`src/rtl/sap2_mem_pkg.sv`:
```
// sap2_mem_pkg: shared SAP-2 memory map and memory-sequencer state encoding
package sap2_mem_pkg;
  typedef enum logic [1:0] {IDLE, SETUP, ACCESS, DONE} seqState_t;
  localparam logic [15:0] ROM_LAST_DEFAULT = 16'h007F;
  localparam logic [15:0] RAM_LAST_DEFAULT = 16'h00FF;
endpackage

```
`src/rtl/mar_mdr_sequencer.sv`:
```
// mar_mdr_sequencer: MAR/MDR memory-access sequencer (iReq/iWrite/iAddr/iWData in; oBusy/oDone/oFault/oRData status; oMemAddr/oMemRW/oMemEn/oMemLoad/oMemWData to memory, iMemData from memory)
module mar_mdr_sequencer
  import sap2_mem_pkg::*;
#(
  parameter logic [15:0] ROM_LAST    = ROM_LAST_DEFAULT,
  parameter logic [15:0] RAM_LAST    = RAM_LAST_DEFAULT,
  parameter int          WAIT_CYCLES = 1
) (
  input  logic        iClk,
  input  logic        iReset,
  input  logic        iReq,
  input  logic        iWrite,
  input  logic [15:0] iAddr,
  input  logic [7:0]  iWData,
  output logic        oBusy,
  output logic        oDone,
  output logic        oFault,
  output logic [7:0]  oRData,
  output logic [15:0] oMemAddr,
  output logic        oMemRW,
  output logic        oMemEn,
  output logic        oMemLoad,
  output logic [7:0]  oMemWData,
  input  logic [7:0]  iMemData
);
  localparam logic [3:0] CNT_LOAD = 4'(WAIT_CYCLES - 1);
  seqState_t state, nextState;
  logic [15:0] mar;
  logic [7:0]  mdr;
  logic        faultFlag, writeFlag;
  logic [3:0]  waitCnt;
  logic        accept, illegal, lastAccess;
  assign accept     = state == IDLE && iReq;
  assign illegal    = iAddr > RAM_LAST || (iWrite && iAddr <= ROM_LAST);
  assign lastAccess = state == ACCESS && waitCnt == 4'd0;
  always_ff @(posedge iClk) begin
    if (iReset) begin
      state     <= IDLE;
      mar       <= 16'h0000;
      mdr       <= 8'h00;
      faultFlag <= 1'b0;
      writeFlag <= 1'b0;
      waitCnt   <= 4'd0;
    end else begin
      state <= nextState;
      if (accept) begin
        mar       <= iAddr;
        writeFlag <= iWrite;
        faultFlag <= illegal;
        if (!illegal && iWrite) mdr <= iWData;
      end
      if (state == SETUP) waitCnt <= CNT_LOAD;
      else if (state == ACCESS && waitCnt != 4'd0) waitCnt <= waitCnt - 4'd1;
      if (lastAccess && !writeFlag) mdr <= iMemData;
    end
  end
  always_comb begin
    nextState = state == IDLE   ? (iReq ? (illegal ? DONE : SETUP) : IDLE) :
                state == SETUP  ? ACCESS :
                state == ACCESS ? (waitCnt == 4'd0 ? DONE : ACCESS) : IDLE;
    oBusy     = state == SETUP || state == ACCESS;
    oDone     = state == DONE;
    oFault    = state == DONE && faultFlag;
    oMemRW    = oBusy && writeFlag;
    oMemEn    = state == ACCESS && !writeFlag;
    oMemLoad  = state == ACCESS && writeFlag;
    oRData    = mdr;
    oMemWData = mdr;
    oMemAddr  = mar;
  end
endmodule
```
`config.mk`:
```
export PLATFORM = sky130hd
export DESIGN_NAME = mar_mdr_sequencer
export DESIGN_NICKNAME = d
export VERILOG_FILES = /design/src/rtl/sap2_mem_pkg.sv /design/src/rtl/mar_mdr_sequencer.sv
export SDC_FILE = /design/constraint.sdc
export NUM_CORES = 1
export LEC_CHECK = 0
export CORE_MARGIN = 5
export CORE_UTILIZATION = 39
export DETAILED_ROUTE_END_ITERATION = 12
export PLACE_DENSITY = 0.82
export SYNTH_ARGS = -nofsm -noshare
export SYNTH_HDL_FRONTEND = slang
export SYNTH_SLANG_ARGS = --single-unit
```
`constraint.sdc`:
```
create_clock -name iClk -period 2.85 [get_ports iClk]
set_input_delay 0.7125 -clock iClk [delete_from_list [all_inputs] [get_ports iClk]]
set_output_delay 0.7125 -clock iClk [all_outputs]
set_load 0.02 [all_outputs]
```
Figure 1. Cell outlines without signal wires.
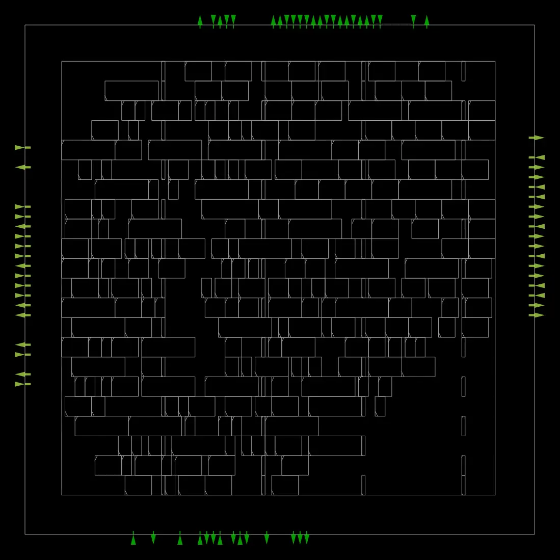
TAP cells: 48
Fill cells: 338

Figure 2. Placed cells, one color a class.
Scale: 4 px per µm.
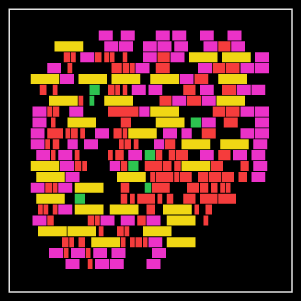
Key: remaining logic cells = red [cells 112, share of their area 32%]; registers = yellow [cells 32, share of their area 30%]; remaining buffers and delay cells = magenta [cells 78, share of their area 36%]; clock drivers and dummy loads = green [cells 7, share of their area 2.2%]
Row Count: 22
core outline area: 0.003578 mm²
Final Instance Area: 0.002202 mm²
post-layout util: 61.54%

==> reports/qor.csv <==
stage;metric;value;unit
outcome;status;complete, no violations;
synth;xor and xnor area share after synthesis;1.853;%
detailed_routing;1st-pass router iterations;4;
finish;Non-Filler Instances;277;
synth;Avg Synthesized Cell Area;8.916;µm²
synth;yosys aoi share;14.30;%
place;DP Cell Count;270;
clocking;TritonCTS clock tree;done;
place;RD Place Congestion;0.7172;
clocking;# H-tree levels;2;
synth;number of standard cells reported by yosys;159;
finish;Layout area overhead;55.34;%
synth;YS warnings;0;
finish;max reg flops;16;
setup_path;r2r worst-path depth;5;
global_routing;largest net degree at the start of global routing;21;
floorplan;Die ar.;0.004941;mm²
global_routing;antenna violations before repair;0;
finish;share of cells above drive strength 1;6.114;%
synth;yosys simple share;20.30;%
global_routing;gr ovfl total;0;
detailed_routing;Routed WL per cell;12.64;µm
setup_path;Critical Path Fanout Max;3;
power;maximum VDD drop;304.5;µV
hold_path;HP Start;faultFlag;
setup_path;reg2reg start;waitCnt[0];
==> layout make-up <==
cell class	instances	share of cell area (%)
clock buffers	6	1.875
inverters	4	0.6818
multi-input cells	108	30.51
flip-flops and latches	32	29.09
repair buffers	78	34.89
well taps	48	2.727
clock inverters	1	0.2273
==> cells in the mapped netlist, types with 2 or more instances <==
cell type	n	share of area [%]
a2111oi_0	2	1.2
o2bb2ai_1	8	4.9
a21oi_1	20	7.1
dfxtp_1	32	45
nand2_1	39	10
nor2b_1	2	0.88
ha_1	6	5.3
clkbuf_1	4	1.1
buf_1	2	0.53
buf_4	9	4.8
mux2i_1	8	5.6
and2_1	5	2.2
nor3_1	4	1.4
inv_1	4	1.1
xor2_1	2	1.2
==> power by group <==
group / internal, µW / leakage, µW / switching (µW)
clock: 90.8 / 0.0000281 / 140
combinational: 158 / 0.000497 / 150
sequential: 483 / 0.000262 / 23.2
==> kinds of logic (layout without fill, tap and decap cells) <==
logic type               after synthesis  in the layout
AND/OR/NAND/NOR                       59             59
buffers and inverters                 19             89
multiplexers                           8              8
AND-OR/OR-AND                         32             32
flip-flops                            32             32
XOR/XNOR                               3              3
adder cells (fa/ha/maj)                6              6
==> placed cells by master (no fill, tap or decap), types with 2 or more instances in the layout <==
cell type,n
clkdlybuf4s50_1,73
nand2_1,39
dfxtp_1,32
a21oi_1,20
mux2i_1,8
o2bb2ai_1,8
ha_1,6
and2_1,5
clkbuf_4,5
buf_4,5
inv_1,4
nor3_1,4
nor2b_1,2
xor2_1,2
a2111oi_0,2
==> worst max-delay path, cell delays in order (launching register included) <==
cell	delay, ns
dfxtp_1	0.39
inv_1	0.08
ha_1	0.32
and2_1	0.13
clkdlybuf4s50_1	0.60
No activity file was given, so power comes from the tool's default toggle rates.
